### Where the registers sit, run 1

Other sequential cells in the stronger gray, the rest of the logic in the fainter gray.
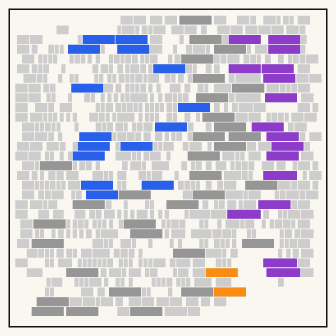
### Ports around the boundary, run 1

Pins as bars across the die edge, other pins in gray.
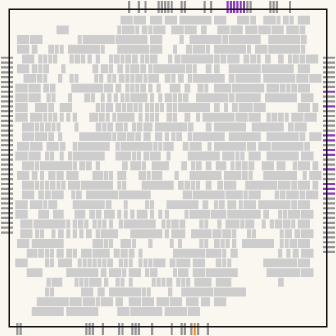
### Routed metal, one color a layer, run 1

Two of the layers only.
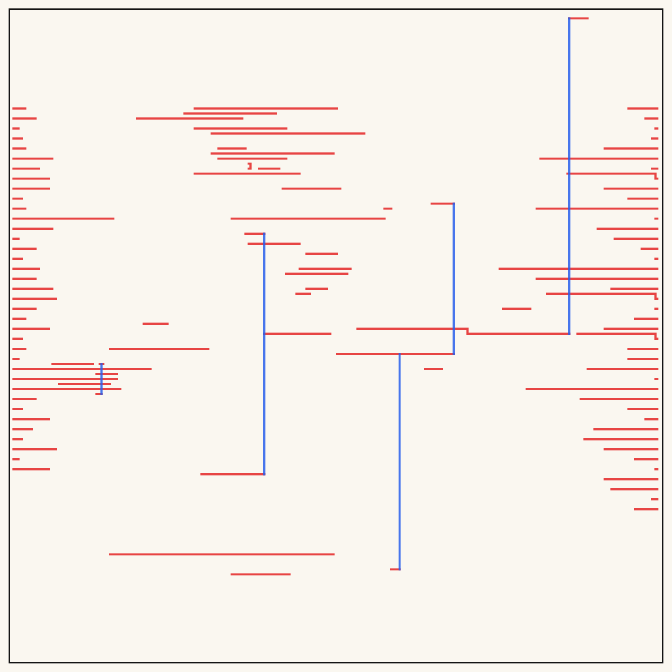
## config.mk

```make
export PLATFORM = sky130hd
export DESIGN_NAME = fetch_unit
export DESIGN_NICKNAME = d
export VERILOG_FILES = /design/src/rtl/cpu_pkg.sv /design/src/rtl/ifid_reg.sv /design/src/rtl/fetch_unit.sv
export SDC_FILE = /design/constraint.sdc
export NUM_CORES = 1
export LEC_CHECK = 0
export ABC_AREA = 1
export CAP_MARGIN = 20
export CORE_UTILIZATION = 51
export CTS_CLUSTER_DIAMETER = 60
export CTS_CLUSTER_SIZE = 10
export DETAILED_ROUTE_END_ITERATION = 6
export HOLD_SLACK_MARGIN = 0.1
export PLACE_DENSITY = 0.86
export SETUP_SLACK_MARGIN = 0.5
export SLEW_MARGIN = 5
export SYNTH_ARGS = -nofsm -noshare
export SYNTH_HDL_FRONTEND = slang
export SYNTH_HIERARCHICAL = 1
export SYNTH_SLANG_ARGS = --single-unit
```

## constraint.sdc

```tcl
create_clock -name clk -period 3 [get_ports clk]
set_input_delay 0.75 -clock clk [delete_from_list [all_inputs] [get_ports clk]]
set_output_delay 0.75 -clock clk [all_outputs]
set_load 0.005 [all_outputs]
```

## src/rtl/cpu_pkg.sv

```systemverilog
// Shared CPU definitions: bubble word, boot address, fetch FSM states and opcodes.
// The fetch stage and its IF/ID register import this package.
package cpu_pkg;

    localparam logic [15:0] NOP_INSTR    = 16'hF000;
    localparam logic [15:0] RESET_VECTOR = 16'h0000;

    localparam logic [3:0] OP_HALT = 4'b0000;
    localparam logic [3:0] OP_JMP  = 4'b0111;

    typedef enum logic [1:0] {
        ST_BOOT,
        ST_RUN,
        ST_HALTED
    } fetch_state_e;

    // Instructions are halfword aligned, so redirect targets drop bit 0.
    function automatic logic [15:0] align_pc(input logic [15:0] addr);
        return {addr[15:1], 1'b0};
    endfunction

endpackage

```

## src/rtl/ifid_reg.sv

```systemverilog
// IF/ID pipeline register: flush loads a bubble, hold freezes, load captures a fetch.
// Flush wins over hold so a redirect can kill the slot even while stalled.
module ifid_reg
    import cpu_pkg::*;
#(
    parameter logic [15:0] NOP_WORD = cpu_pkg::NOP_INSTR
) (
    input  logic        clk,
    input  logic        reset,
    input  logic        load_i,
    input  logic        flush_i,
    input  logic        hold_i,
    input  logic [15:0] instr_i,
    input  logic [15:0] pc_plus2_i,
    output logic [15:0] instr_o,
    output logic [15:0] pc_plus2_o,
    output logic        valid_o
);

    logic [15:0] instr_q;
    logic [15:0] pc_plus2_q;
    logic        valid_q;

    always_ff @(posedge clk or posedge reset) begin
        if (reset) begin
            instr_q    <= NOP_WORD;
            pc_plus2_q <= 16'h0000;
            valid_q    <= 1'b0;
        end else if (flush_i) begin
            instr_q    <= NOP_WORD;
            pc_plus2_q <= 16'h0000;
            valid_q    <= 1'b0;
        end else if (!hold_i && load_i) begin
            instr_q    <= instr_i;
            pc_plus2_q <= pc_plus2_i;
            valid_q    <= 1'b1;
        end
    end

    assign instr_o    = instr_q;
    assign pc_plus2_o = pc_plus2_q;
    assign valid_o    = valid_q;

endmodule

```

## src/rtl/fetch_unit.sv

```systemverilog
// Instruction fetch stage: PC, BOOT/RUN/HALTED control and a saturating fetch counter.
// The IF/ID register itself lives in ifid_reg.
module fetch_unit
    import cpu_pkg::*;
#(
    parameter logic [15:0] RESET_VECTOR = cpu_pkg::RESET_VECTOR,
    parameter logic [15:0] NOP_INSTR    = cpu_pkg::NOP_INSTR
) (
    input  logic        clk,
    input  logic        reset,
    input  logic        stall,
    input  logic        if_flush,
    input  logic        halt,
    input  logic        pc_op,
    input  logic        b_jmp,
    input  logic [15:0] branch_target,
    input  logic [15:0] jump_target,
    output logic [15:0] imem_addr,
    input  logic [15:0] imem_data,
    output logic [15:0] ifid_instr,
    output logic [15:0] ifid_pc_plus2,
    output logic        ifid_valid,
    output logic        halted,
    output logic [15:0] fetch_count
);

    fetch_state_e state_q, state_d;
    logic [15:0]  pc_q, pc_d;
    logic [15:0]  count_q, count_d;
    logic [15:0]  pc_plus2;
    logic         ifid_load, ifid_flush, ifid_hold;

    assign pc_plus2 = pc_q + 16'd2;

    always_ff @(posedge clk or posedge reset) begin
        if (reset) begin
            state_q <= ST_BOOT;
            pc_q    <= RESET_VECTOR;
            count_q <= 16'h0000;
        end else begin
            state_q <= state_d;
            pc_q    <= pc_d;
            count_q <= count_d;
        end
    end

    // RUN priority: halt, then redirect (even under stall), then stall, then flush.
    always_comb begin
        state_d    = state_q;
        pc_d       = pc_q;
        ifid_load  = 1'b0;
        ifid_flush = 1'b0;
        ifid_hold  = 1'b0;
        case (state_q)
            ST_BOOT: begin
                state_d    = ST_RUN;
                ifid_flush = 1'b1;
            end
            ST_RUN: begin
                if (halt) begin
                    state_d    = ST_HALTED;
                    ifid_flush = 1'b1;
                end else if (pc_op) begin
                    pc_d       = align_pc(b_jmp ? branch_target : jump_target);
                    ifid_flush = 1'b1;
                end else if (stall) begin
                    ifid_hold = 1'b1;
                end else if (if_flush) begin
                    pc_d       = pc_plus2;
                    ifid_flush = 1'b1;
                end else begin
                    pc_d      = pc_plus2;
                    ifid_load = 1'b1;
                end
            end
            ST_HALTED: begin
                ifid_hold = 1'b1;
            end
            default: begin
                state_d    = ST_BOOT;
                ifid_flush = 1'b1;
            end
        endcase
    end

    assign count_d = (ifid_load && (count_q != 16'hFFFF)) ? count_q + 16'd1 : count_q;

    ifid_reg #(
        .NOP_WORD(NOP_INSTR)
    ) u_ifid (
        .clk       (clk),
        .reset     (reset),
        .load_i    (ifid_load),
        .flush_i   (ifid_flush),
        .hold_i    (ifid_hold),
        .instr_i   (imem_data),
        .pc_plus2_i(pc_plus2),
        .instr_o   (ifid_instr),
        .pc_plus2_o(ifid_pc_plus2),
        .valid_o   (ifid_valid)
    );

    assign imem_addr   = pc_q;
    assign halted      = (state_q == ST_HALTED);
    assign fetch_count = count_q;

endmodule
```

==> report_table.html, run 1 <==
<h2>Synthesis and place &amp; route</h2>
<table>
<tr><th>Metric</th><th>Value</th></tr>
<tr><th colspan="2">Outcome</th></tr>
<tr><td>Run status</td><td>complete, no violations</td></tr>
<tr><th colspan="2">Yosys</th></tr>
<tr><td>Top post-synthesis cells by count</td><td>138 x sky130_fd_sc_hd__nand2_1, 87 x sky130_fd_sc_hd__nand3_1, 68 x sky130_fd_sc_hd__nor2_1, 62 x sky130_fd_sc_hd__dfrtp_1, 38 x sky130_fd_sc_hd__inv_1</td></tr>
<tr><td>Unique masters post-synth</td><td>32</td></tr>
<tr><td>Portion of netlist area occupied by mux cells</td><td>0%</td></tr>
<tr><td>Count of instantiated cells in the yosys netlist</td><td>514</td></tr>
<tr><td>Main logic family after synthesis</td><td>simple AND/OR/NAND/NOR gates</td></tr>
<tr><td>Post-synthesis area per instance</td><td>7.43 µm²</td></tr>
<tr><td>Sequential-to-total area share from yosys stat</td><td>43.4%</td></tr>
<tr><td>Dominant synthesized flop cell</td><td>sky130_fd_sc_hd__dfrtp_1</td></tr>
<tr><td>XOR/XNOR Fraction of Synth Area</td><td>3.67%</td></tr>
<tr><td>Synthesized area</td><td>3820 µm²</td></tr>
<tr><td>Basic Gates by Area</td><td>38.1%</td></tr>
<tr><td>Top cells by area</td><td>sky130_fd_sc_hd__dfrtp_1 41%, sky130_fd_sc_hd__nand2_1 14%, sky130_fd_sc_hd__nand3_1 11%</td></tr>
<tr><td>Complex-gate fraction of the synthesized area</td><td>5.34%</td></tr>
<tr><td>Area share of the leading cell type in the synthesized netlist</td><td>40.6%</td></tr>
<tr><td>Post-Syn Instances</td><td>514</td></tr>
<tr><th colspan="2">Placement</th></tr>
<tr><td>Worst setup slack after placement</td><td>0.242 ns</td></tr>
<tr><td>Routability Congestion</td><td>0.913</td></tr>
<tr><td>Standard cell area after detailed placement</td><td>5080 µm²</td></tr>
<tr><td>Number of placed instances with taps included</td><td>720</td></tr>
<tr><td>Hpwl dp</td><td>7530 µm</td></tr>
<tr><th colspan="2">Clock network</th></tr>
<tr><td>Root buffer selected by CTS</td><td>sky130_fd_sc_hd__clkbuf_8</td></tr>
<tr><td># H-tree levels</td><td>3</td></tr>
<tr><td>Worst-skew pair later-pin latency</td><td>0.35 ns</td></tr>
<tr><td>Number of buffers added by the clock tree synthesis step</td><td>9</td></tr>
<tr><td>CTS resizes</td><td>0</td></tr>
<tr><td>Post CTS Setup Buffer Count</td><td>0</td></tr>
<tr><td>TritonCTS clock tree</td><td>done</td></tr>
<tr><td>Clock transition at the register clock pins on the worst setup and hold paths after CTS</td><td>0.08 ns</td></tr>
<tr><td>Count of clock tree sinks</td><td>66</td></tr>
<tr><td># hold bufs at CTS</td><td>0</td></tr>
<tr><th colspan="2">Route</th></tr>
<tr><td>Count of unresolved DRC violations after routing</td><td>0</td></tr>
<tr><td>Number of iterations in the first detailed-routing pass</td><td>5</td></tr>
<tr><td>Number of antenna-violating nets in the routed design</td><td>0</td></tr>
<tr><td>Highest metal used</td><td>met4</td></tr>
<tr><td>Iter 0 DRT Violations</td><td>204</td></tr>
<tr><th colspan="2">Worst hold path</th></tr>
<tr><td>Worst min path class</td><td>flop to flop</td></tr>
<tr><td>Instance count along the most critical hold path</td><td>2</td></tr>
<tr><th colspan="2">Worst setup path</th></tr>
<tr><td>Critical Path Start</td><td>state_q[0]</td></tr>
<tr><td>Type of element capturing the critical path</td><td>output port</td></tr>
<tr><td>Required time reported for the critical path endpoint</td><td>2.25 ns</td></tr>
<tr><td>CP max FO</td><td>4</td></tr>
<tr><td>R2r setup slk</td><td>0.82 ns</td></tr>
<tr><td>Crit path to</td><td>halted</td></tr>
<tr><td>Crit Path Class</td><td>flop to output port</td></tr>
<tr><td>Critical path startpoint category</td><td>flop</td></tr>
<tr><td>Series of cell instances along the critical path</td><td>inv_1 &gt; ha_1 &gt; clkdlybuf4s50_1</td></tr>
<tr><td>End of the worst register-to-register path</td><td>u_ifid/pc_plus2_o[15]</td></tr>
<tr><td>Length in cells of the worst reg-to-reg path</td><td>11</td></tr>
<tr><th colspan="2">Timing</th></tr>
<tr><td>Share of the clock period used by the worst path after layout</td><td>78.7%</td></tr>
<tr><td>Clock skew after layout</td><td>0.00741 ns</td></tr>
<tr><td>Final WS setup</td><td>0.640 ns</td></tr>
<tr><td>Count of final hold-check violations</td><td>0</td></tr>
<tr><td>Minimum hold slack</td><td>0.494 ns</td></tr>
<tr><td>Fin crit period</td><td>2.36 ns</td></tr>
<tr><td>Slew at the pin with the worst max-slew slack</td><td>0.877 ns</td></tr>
<tr><td>Fin Setup TNS</td><td>0 ns</td></tr>
<tr><td>Number of setup violations in the final report</td><td>0</td></tr>
<tr><td>Count of pins over their slew limit</td><td>0</td></tr>
<tr><td>Unrepaired setup endpoints after global routing</td><td>no</td></tr>
<tr><th colspan="2">Finish</th></tr>
<tr><td>Post-layout nets</td><td>693</td></tr>
<tr><td>Share of cells above drive strength 1</td><td>7.84%</td></tr>
<tr><td>N_diodes</td><td>0</td></tr>
<tr><td>Finished layout cell area</td><td>5270 µm²</td></tr>
<tr><td>Top logic cell by instance count in the layout</td><td>sky130_fd_sc_hd__nand2_1</td></tr>
<tr><th colspan="2">Pwr</th></tr>
<tr><td>Worst vdd ir</td><td>320 µV</td></tr>
<tr><td>Portion of total power attributed to sequential cells</td><td>39.1%</td></tr>
<tr><td>Net switching power of the design</td><td>1250 µW</td></tr>
<tr><td>Cell leakage power</td><td>0.00249 µW</td></tr>
<tr><td>Total power per unit cell area</td><td>608 nW/µm²</td></tr>
<tr><td>PnR Total Power</td><td>3200 µW</td></tr>
<tr><td>Leading power group</td><td>combinational logic</td></tr>
<tr><td>Part of the total power dissipated in the clock network</td><td>21.6%</td></tr>
<tr><td>Net Sw Frac</td><td>38.9%</td></tr>
<tr><th colspan="2">Job</th></tr>
<tr><td>Number of max-cap violations</td><td>0</td></tr>
<tr><th colspan="2">Floorplan</th></tr>
<tr><td>Height of the chip</td><td>88.5 µm</td></tr>
<tr><td>Number of top-level pins</td><td>121</td></tr>
<tr><td>Initial cell density of the core</td><td>52.6%</td></tr>
<tr><td>Standard-cell row count</td><td>31</td></tr>
<tr><th colspan="2">GRT</th></tr>
<tr><td>Top Usage Layer GRT</td><td>met2</td></tr>
<tr><td>Global-route wire length before repair</td><td>16000 µm</td></tr>
<tr><td>Met3 usage in global routing</td><td>4.57%</td></tr>
</table>
## Picture notes: 'Where the registers sit'
[purple] `u_ifid/instr_o` | sequential cells: 16
[blue] `imem_addr` | sequential cells: 15
[orange] `state_q` | sequential cells: 2
not colored: 33
share of cell area taken by flip-flops and latches: 31.4%
power consumed by sequential cells: 1250 µW
FF/Latch Area: 1660 µm²
utilization after layout: 72.7%

## Picture notes: 'Ports around the boundary'
[purple] `ifid_pc_plus2` | pins: 16 | direction: output | edge: 10 right, 6 top
[orange] `halt` | pins: 1 | direction: input | edge: bottom

## Picture notes: 'Routed metal, one color a layer'
[red] met3 | wire length: 755 µm
[blue] met4 | wire length: 129 µm
Vias: 3835
final wirelength: 10300 µm
combined global-route utilization of all metal layers: 26.8%

run 1: sequential cells by signal, summed over array words and instances (netlist names):
signal	cells
u_ifid/pc_plus2_o	16
state_q	2
u_ifid/instr_o	16
fetch_count	16
u_ifid/valid_o	1
imem_addr	15
run 1: worst max-delay path, delay by kind of cell (launching register included):
family / cells / cell delay (ns)
buf+inv: 2 / 0.64
flops: 1 / 0.39
fa+ha+maj: 1 / 0.24
run 1: area by class of cell:
cell class                      instances  area (µm²)
Multi-Input combinational cell        386        1880
Timing Repair Buffer                  127        1270
Fill cell                             566        1980
Clock buffer                            9         124
Inverter                               43         161
Tap cell                               99         124
Sequential cell                        66        1660
Clock inverter                          7        53.8
### Routing congestion map, run 1

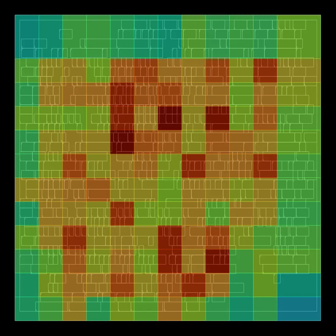

==> run 1 -> run 2 <==
CORE_UTILIZATION = 42   (was 51)
PLACE_DENSITY = 0.75   (was 0.86)
clock period = 1.95 ns   (was 3 ns; I/O delays follow)
### Routing congestion map, run 2

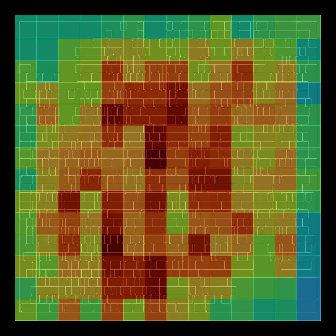
utilization after layout: 73.4%
detailed-route wire length per cell: 16.7 µm
met3 usage in global routing: 5.25%
combined global-route utilization of all metal layers: 27.4%
met2 GRT Util: 45.5%

==> report_table.html, run 2 <==
<h2>Synthesis and place &amp; route</h2>
<table>
<tr><th>Metric</th><th>Value</th></tr>
<tr><th colspan="2">Yosys</th></tr>
<tr><td>Count of instantiated cells in the yosys netlist</td><td>514</td></tr>
<tr><td>Top post-synthesis cells by count</td><td>138 x sky130_fd_sc_hd__nand2_1, 87 x sky130_fd_sc_hd__nand3_1, 68 x sky130_fd_sc_hd__nor2_1, 62 x sky130_fd_sc_hd__dfrtp_1, 38 x sky130_fd_sc_hd__inv_1</td></tr>
<tr><td>Number of warnings reported in the yosys synthesis log</td><td>6</td></tr>
<tr><td>Post-Syn Instances</td><td>514</td></tr>
<tr><td>Basic Gates by Area</td><td>38.1%</td></tr>
<tr><td>Complex-gate fraction of the synthesized area</td><td>5.34%</td></tr>
<tr><td>Main logic family after synthesis</td><td>simple AND/OR/NAND/NOR gates</td></tr>
<tr><td>XOR/XNOR Fraction of Synth Area</td><td>3.67%</td></tr>
<tr><td>Number of flops mapped to enable cells by yosys</td><td>0</td></tr>
<tr><td>Top cells by area</td><td>sky130_fd_sc_hd__dfrtp_1 41%, sky130_fd_sc_hd__nand2_1 14%, sky130_fd_sc_hd__nand3_1 11%</td></tr>
<tr><td>Dominant synthesized flop cell</td><td>sky130_fd_sc_hd__dfrtp_1</td></tr>
<tr><td>Post-synthesis area per instance</td><td>7.43 µm²</td></tr>
<tr><td>Unique masters post-synth</td><td>32</td></tr>
<tr><td>Area share of the leading cell type in the synthesized netlist</td><td>40.6%</td></tr>
<tr><td>Synthesized area</td><td>3820 µm²</td></tr>
<tr><td>Sequential-to-total area share from yosys stat</td><td>43.4%</td></tr>
<tr><th colspan="2">Worst setup path</th></tr>
<tr><td>R2r setup slk</td><td>0.08 ns</td></tr>
<tr><td>End of the worst register-to-register path</td><td>fetch_count[4]</td></tr>
<tr><td>CP max FO</td><td>6</td></tr>
<tr><td>Crit path to</td><td>fetch_count[4]</td></tr>
<tr><td>Series of cell instances along the critical path</td><td>buf_4 &gt; ha_2 &gt; inv_1 &gt; nor2_4 &gt; inv_2 &gt; nor2_4 &gt; nand3_4 &gt; nand2_8 &gt; buf_8 &gt; clkinv_8 &gt; nand2_4 &gt; nand2_2</td></tr>
<tr><td>Crit Path Class</td><td>flop to flop</td></tr>
<tr><td>Critical Path Start</td><td>fetch_count[0]</td></tr>
<tr><td>Critical path startpoint category</td><td>flop</td></tr>
<tr><td>Type of element capturing the critical path</td><td>flop</td></tr>
<tr><td>CP peak stage delay</td><td>0.41 ns</td></tr>
<tr><td>Length in cells of the worst reg-to-reg path</td><td>12</td></tr>
<tr><td>Required time reported for the critical path endpoint</td><td>2.19 ns</td></tr>
<tr><td>Buffers plus inverters on the worst setup path</td><td>5</td></tr>
<tr><td>Depth of the critical timing path with buffers and inverters included</td><td>12</td></tr>
<tr><th colspan="2">Finish</th></tr>
<tr><td>Layout buffer count excluding clock buffers</td><td>226</td></tr>
<tr><td>Commonest cells after routing, fill and taps aside</td><td>114 x sky130_fd_sc_hd__nand2_1, 83 x sky130_fd_sc_hd__buf_4, 72 x sky130_fd_sc_hd__nand3_1, 52 x sky130_fd_sc_hd__nor2_1, 50 x sky130_fd_sc_hd__clkdlybuf4s50_1</td></tr>
<tr><td>Finished layout cell area</td><td>6440 µm²</td></tr>
<tr><td>Filler instances</td><td>617</td></tr>
<tr><td>Share of cell area taken by flip-flops and latches</td><td>26.0%</td></tr>
<tr><td>Post-layout nets</td><td>794</td></tr>
<tr><td>Top logic cell by instance count in the layout</td><td>sky130_fd_sc_hd__nand2_1</td></tr>
<tr><td>Inverter count of the layout excluding clock inverters</td><td>45</td></tr>
<tr><td>Comb gate area</td><td>2290 µm²</td></tr>
<tr><td>Number of multi-input combinational cells in the layout</td><td>386</td></tr>
<tr><td>Fraction of cell area in non-clock buffers</td><td>30.3%</td></tr>
<tr><td>Total of clock buffers placed in the layout</td><td>9</td></tr>
<tr><td>N_diodes</td><td>0</td></tr>
<tr><td>Area-dominant cell class after layout</td><td>logic gates</td></tr>
<tr><td>Clock tree cell share of total cell area</td><td>2.74%</td></tr>
<tr><td>Registers</td><td>66</td></tr>
<tr><th colspan="2">Floorplan</th></tr>
<tr><td>Well Taps</td><td>108</td></tr>
<tr><td>Number of top-level pins</td><td>121</td></tr>
<tr><td>Height of the chip</td><td>97.3 µm</td></tr>
<tr><td>Initial cell density of the core</td><td>43.6%</td></tr>
<tr><th colspan="2">Pwr</th></tr>
<tr><td>Portion of total power attributed to sequential cells</td><td>28.7%</td></tr>
<tr><td>Cell leakage power</td><td>0.00328 µW</td></tr>
<tr><td>Part of the total power dissipated in the clock network</td><td>17.4%</td></tr>
<tr><td>Total power per unit cell area</td><td>969 nW/µm²</td></tr>
<tr><td>Worst vdd ir</td><td>474 µV</td></tr>
<tr><td>PnR Total Power</td><td>6240 µW</td></tr>
<tr><td>Net switching power of the design</td><td>2530 µW</td></tr>
<tr><td>Net Sw Frac</td><td>40.6%</td></tr>
<tr><th colspan="2">Timing</th></tr>
<tr><td>Number of setup violations in the final report</td><td>0</td></tr>
<tr><td>Unrepaired setup endpoints after global routing</td><td>yes</td></tr>
<tr><td>Minimum hold slack</td><td>0.506 ns</td></tr>
<tr><td>Share of the clock period used by the worst path after layout</td><td>96.0%</td></tr>
<tr><td>Fin crit period</td><td>1.87 ns</td></tr>
<tr><td>Count of final hold-check violations</td><td>0</td></tr>
<tr><td>Final WS setup</td><td>0.0772 ns</td></tr>
<tr><td>Count of pins over their slew limit</td><td>0</td></tr>
<tr><td>Clock skew after layout</td><td>0.0113 ns</td></tr>
<tr><td>Fin Setup TNS</td><td>0 ns</td></tr>
<tr><th colspan="2">Job</th></tr>
<tr><td>Number of max-cap violations</td><td>0</td></tr>
<tr><th colspan="2">Worst hold path</th></tr>
<tr><td>Worst min path class</td><td>input pin to asynchronous set/reset pin</td></tr>
<tr><th colspan="2">Placement</th></tr>
<tr><td>Hpwl dp</td><td>7650 µm</td></tr>
<tr><td>Standard cell area after detailed placement</td><td>5290 µm²</td></tr>
<tr><td>Worst setup slack after placement</td><td>-0.361 ns</td></tr>
<tr><td>Number of placed instances with taps included</td><td>738</td></tr>
<tr><td>Routability Congestion</td><td>0.910</td></tr>
<tr><th colspan="2">Route</th></tr>
<tr><td>Number of antenna-violating nets in the routed design</td><td>0</td></tr>
<tr><td>Final wirelength</td><td>14200 µm</td></tr>
<tr><td>Vias</td><td>4539</td></tr>
<tr><td>Count of unresolved DRC violations after routing</td><td>0</td></tr>
<tr><td>Iter 0 DRT Violations</td><td>264</td></tr>
<tr><th colspan="2">GRT</th></tr>
<tr><td>Largest net degree at the start of global routing</td><td>34</td></tr>
<tr><td>Global-route wire length before repair</td><td>20800 µm</td></tr>
<tr><th colspan="2">Clock network</th></tr>
<tr><td># H-tree levels</td><td>3</td></tr>
<tr><td>Root buffer selected by CTS</td><td>sky130_fd_sc_hd__clkbuf_8</td></tr>
<tr><td>Count of clock tree sinks</td><td>66</td></tr>
<tr><td>TritonCTS clock tree</td><td>done</td></tr>
<tr><td>Number of buffers added by the clock tree synthesis step</td><td>9</td></tr>
<tr><td># hold bufs at CTS</td><td>0</td></tr>
<tr><td>Worst-skew pair later-pin latency</td><td>0.35 ns</td></tr>
<tr><th colspan="2">Outcome</th></tr>
<tr><td>Run status</td><td>complete, no violations</td></tr>
</table>
==> run 2: what timing repair did <==
item,CTS,global route
setup endpoints to repair,129,102
resized,278,89
pin swaps,17,24
setup buffers,74,12
gates cloned,6,1
==> run 2: power by group through the flow <==
stage	Sequential, µW	Clock [µW]	Combinational (µW)
2_1_floorplan	1910	0	1150
3_3_place_gp	1940	0	2030
3_5_place_dp	1960	0	2080
4_1_cts	1770	1080	2860
5_1_grt	1810	1150	3580
6_report	1790	1090	3360
==> run 2: layer usage <==
metal,global-route usage [%],wire length [µm],up-vias
li1,-,-,2099
met1,35.0,5730,2150
met2,45.5,6870,237
met3,5.25,1010,53
met4,11.8,544,0
met5,0,0,-
### Where the registers sit, run 2

Other sequential cells in the stronger gray, the rest of the logic in the fainter gray.
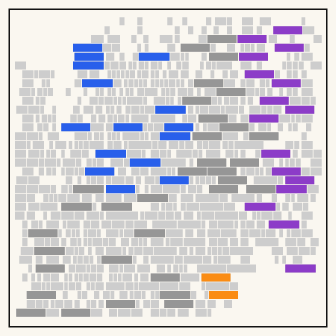

==> run 2 -> run 3 <==
--- a/config.mk
+++ b/config.mk
@@ -8,10 +8,10 @@
 export ABC_AREA = 1
 export CAP_MARGIN = 20
-export CORE_UTILIZATION = 42
+export CORE_UTILIZATION = 47
 export CTS_CLUSTER_DIAMETER = 60
 export CTS_CLUSTER_SIZE = 10
 export DETAILED_ROUTE_END_ITERATION = 6
 export HOLD_SLACK_MARGIN = 0.1
-export PLACE_DENSITY = 0.75
+export PLACE_DENSITY = 0.8
 export SETUP_SLACK_MARGIN = 0.5
 export SLEW_MARGIN = 5
==> constraint.sdc (replaced) <==
create_clock -name clk -period 1.8 [get_ports clk]
set_input_delay 0.54 -clock clk [delete_from_list [all_inputs] [get_ports clk]]
set_output_delay 0.54 -clock clk [all_outputs]
set_load 0.005 [all_outputs]
### Where the registers sit, run 3

Other sequential cells in the stronger gray, the rest of the logic in the fainter gray.
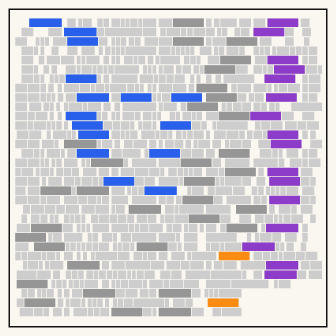
power consumed by sequential cells: 1960 µW
FF/Latch Area: 1670 µm²
utilization after layout: 87.1%
share of cell area taken by flip-flops and latches: 24.6%

==> report_table.html, run 3 <==
<h2>Synthesis and place &amp; route</h2>
<table>
<tr><th>Metric</th><th>Value</th></tr>
<tr><th colspan="2">Pwr</th></tr>
<tr><td>Part of the total power dissipated in the clock network</td><td>19.1%</td></tr>
<tr><td>Portion of total power attributed to sequential cells</td><td>26.1%</td></tr>
<tr><td>PnR Total Power</td><td>7500 µW</td></tr>
<tr><td>Cell leakage power</td><td>0.00334 µW</td></tr>
<tr><td>Net switching power of the design</td><td>3010 µW</td></tr>
<tr><td>Clock Power</td><td>1440 µW</td></tr>
<tr><th colspan="2">Clock network</th></tr>
<tr><td>Root buffer selected by CTS</td><td>sky130_fd_sc_hd__clkbuf_8</td></tr>
<tr><td>Number of buffers added by the clock tree synthesis step</td><td>9</td></tr>
<tr><td>Count of clock tree sinks</td><td>66</td></tr>
<tr><td># hold bufs at CTS</td><td>0</td></tr>
<tr><td>Worst-skew pair later-pin latency</td><td>0.35 ns</td></tr>
<tr><td>CTS resizes</td><td>310</td></tr>
<tr><td>TritonCTS clock tree</td><td>done</td></tr>
<tr><td>Post CTS Setup Buffer Count</td><td>61</td></tr>
<tr><th colspan="2">Worst setup path</th></tr>
<tr><td>Critical Path Start</td><td>state_q[0]</td></tr>
<tr><td>Depth of the critical timing path with buffers and inverters included</td><td>12</td></tr>
<tr><td>R2r setup slk</td><td>-0.03 ns</td></tr>
<tr><td>Critical path startpoint category</td><td>flop</td></tr>
<tr><td>Crit Path Class</td><td>flop to flop</td></tr>
<tr><td>Required time reported for the critical path endpoint</td><td>2.04 ns</td></tr>
<tr><td>Delay-heaviest family, CP</td><td>simple AND/OR/NAND/NOR gates</td></tr>
<tr><td>Series of cell instances along the critical path</td><td>buf_6 &gt; ha_4 &gt; inv_4 &gt; nor2_4 &gt; buf_4 &gt; nor2_4 &gt; nor3b_4 &gt; buf_6 &gt; nor2_4 &gt; buf_6 &gt; nor2_2 &gt; nor2_1</td></tr>
<tr><th colspan="2">Timing</th></tr>
<tr><td>Number of setup violations in the final report</td><td>5</td></tr>
<tr><td>Fin Setup TNS</td><td>-0.0851 ns</td></tr>
<tr><td>Share of the clock period used by the worst path after layout</td><td>101%</td></tr>
<tr><td>Final WS setup</td><td>-0.0250 ns</td></tr>
<tr><th colspan="2">Route</th></tr>
<tr><td>Count of unresolved DRC violations after routing</td><td>0</td></tr>
<tr><td>Final wirelength</td><td>15700 µm</td></tr>
<tr><td>Highest metal used</td><td>met4</td></tr>
<tr><td>Iter 0 DRT Violations</td><td>313</td></tr>
<tr><td>Met3 wire len</td><td>1470 µm</td></tr>
<tr><td>Detailed-route wire length per cell</td><td>18.5 µm</td></tr>
<tr><td>Length of routed wiring on met1</td><td>5730 µm</td></tr>
<tr><th colspan="2">GRT</th></tr>
<tr><td>Met2 GRT Util</td><td>52.6%</td></tr>
<tr><td>Largest net degree at the start of global routing</td><td>34</td></tr>
<tr><td>Global-route wire length before repair</td><td>20300 µm</td></tr>
<tr><td>Combined global-route utilization of all metal layers</td><td>30.6%</td></tr>
<tr><td>Top Usage Layer GRT</td><td>met2</td></tr>
<tr><th colspan="2">Floorplan</th></tr>
<tr><td>Standard-cell row count</td><td>32</td></tr>
<tr><td>Initial cell density of the core</td><td>48.9%</td></tr>
<tr><th colspan="2">Yosys</th></tr>
<tr><td>Unique masters post-synth</td><td>32</td></tr>
<tr><td>Post-synthesis area per instance</td><td>7.43 µm²</td></tr>
<tr><td>Top cells by area</td><td>sky130_fd_sc_hd__dfrtp_1 41%, sky130_fd_sc_hd__nand2_1 14%, sky130_fd_sc_hd__nand3_1 11%</td></tr>
<tr><td>Number of warnings reported in the yosys synthesis log</td><td>6</td></tr>
<tr><td>Post-Syn Instances</td><td>514</td></tr>
<tr><td>Dominant synthesized flop cell</td><td>sky130_fd_sc_hd__dfrtp_1</td></tr>
<tr><td>Basic Gates by Area</td><td>38.1%</td></tr>
<tr><td>Top post-synthesis cells by count</td><td>138 x sky130_fd_sc_hd__nand2_1, 87 x sky130_fd_sc_hd__nand3_1, 68 x sky130_fd_sc_hd__nor2_1, 62 x sky130_fd_sc_hd__dfrtp_1, 38 x sky130_fd_sc_hd__inv_1</td></tr>
<tr><td>Complex-gate fraction of the synthesized area</td><td>5.34%</td></tr>
<tr><td>Count of instantiated cells in the yosys netlist</td><td>514</td></tr>
<tr><td>Synthesized area</td><td>3820 µm²</td></tr>
<tr><th colspan="2">Finish</th></tr>
<tr><td>Filler instances</td><td>384</td></tr>
<tr><td>Finished layout cell area</td><td>6800 µm²</td></tr>
<tr><td>Share of cells above drive strength 1</td><td>46.6%</td></tr>
<tr><td>Top logic cell by instance count in the layout</td><td>sky130_fd_sc_hd__nand2_1</td></tr>
<tr><td>Post-layout nets</td><td>804</td></tr>
<tr><td>Commonest cells after routing, fill and taps aside</td><td>110 x sky130_fd_sc_hd__nand2_1, 87 x sky130_fd_sc_hd__buf_4, 52 x sky130_fd_sc_hd__nand3_1, 52 x sky130_fd_sc_hd__buf_2, 49 x sky130_fd_sc_hd__dfrtp_1</td></tr>
<tr><th colspan="2">Placement</th></tr>
<tr><td>Number of placed instances with taps included</td><td>739</td></tr>
<tr><td>Standard cell area after detailed placement</td><td>5370 µm²</td></tr>
<tr><td>Hpwl dp</td><td>7640 µm</td></tr>
<tr><td>Routability Congestion</td><td>0.907</td></tr>
<tr><td>Worst setup slack after placement</td><td>-0.543 ns</td></tr>
<tr><th colspan="2">Job</th></tr>
<tr><td>Number of max-cap violations</td><td>0</td></tr>
<tr><th colspan="2">Outcome</th></tr>
<tr><td>Failing checks</td><td>negative setup slack</td></tr>
<tr><td>Run status</td><td>complete, but fails checks</td></tr>
</table>
run 3: cell counts after synthesis:
No cell type changed its count.
run 3: layout make-up:
class,instances,area (µm²),share of cell area (%)
Timing Repair Buffer,237,2130,31.3
Inverter,43,176,2.59
Clock buffer,9,124,1.82
Multi-Input combinational cell,386,2470,36.3
Tap cell,102,128,1.88
Timing Repair inverter,1,7.51,0.110
Sequential cell,66,1670,24.6
Clock inverter,7,93.8,1.38
run 3: worst register-to-register path, delay by kind of cell, from the launching register on:
kind          cells  cell delay [ns]
buf+inv           5             0.58
simple gates      6             0.60
fa+ha+maj         1             0.14
flops             1             0.39
run 3: cells by family (layout without fill, tap and decap cells):
group,count (synthesis),in the layout
simple gates,324,325
other cells,1,2
xor+xnor,16,16
compound gates,38,38
flops,66,66
buf+inv,64,297
fa+ha+maj,5,5

## Gallery

Signal wires on met3.
image #1
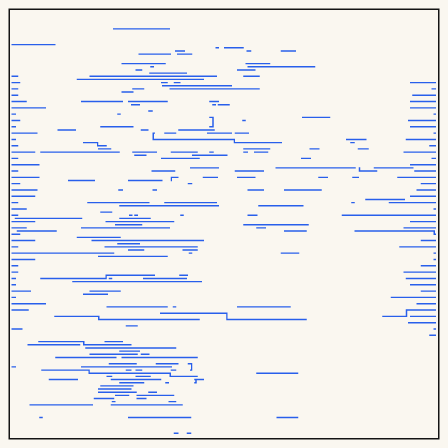
image #2
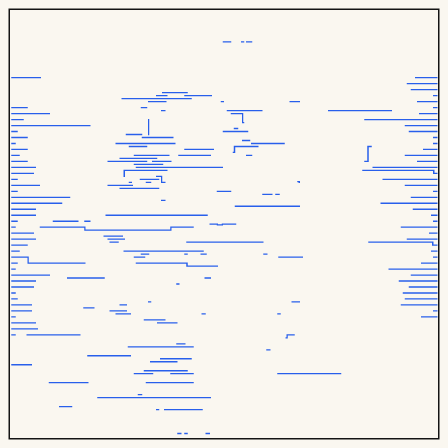
image #3
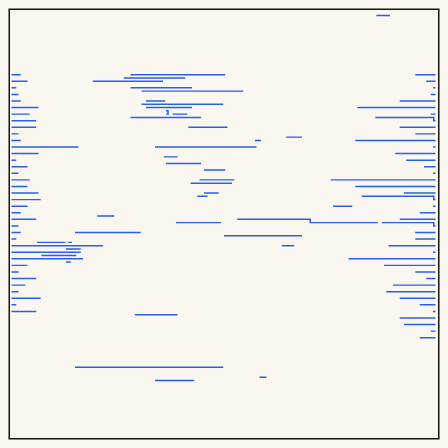
For run 2, see image #2.
For run 3, see image #1.
For run 1, see image #3.

Key to image #3:
share of all routed wire: 7.3%
wire length on this layer: 755 µm
longest straight run: 30.4 µm
main direction: horizontal

Power is estimated from default activity; no workload was simulated.
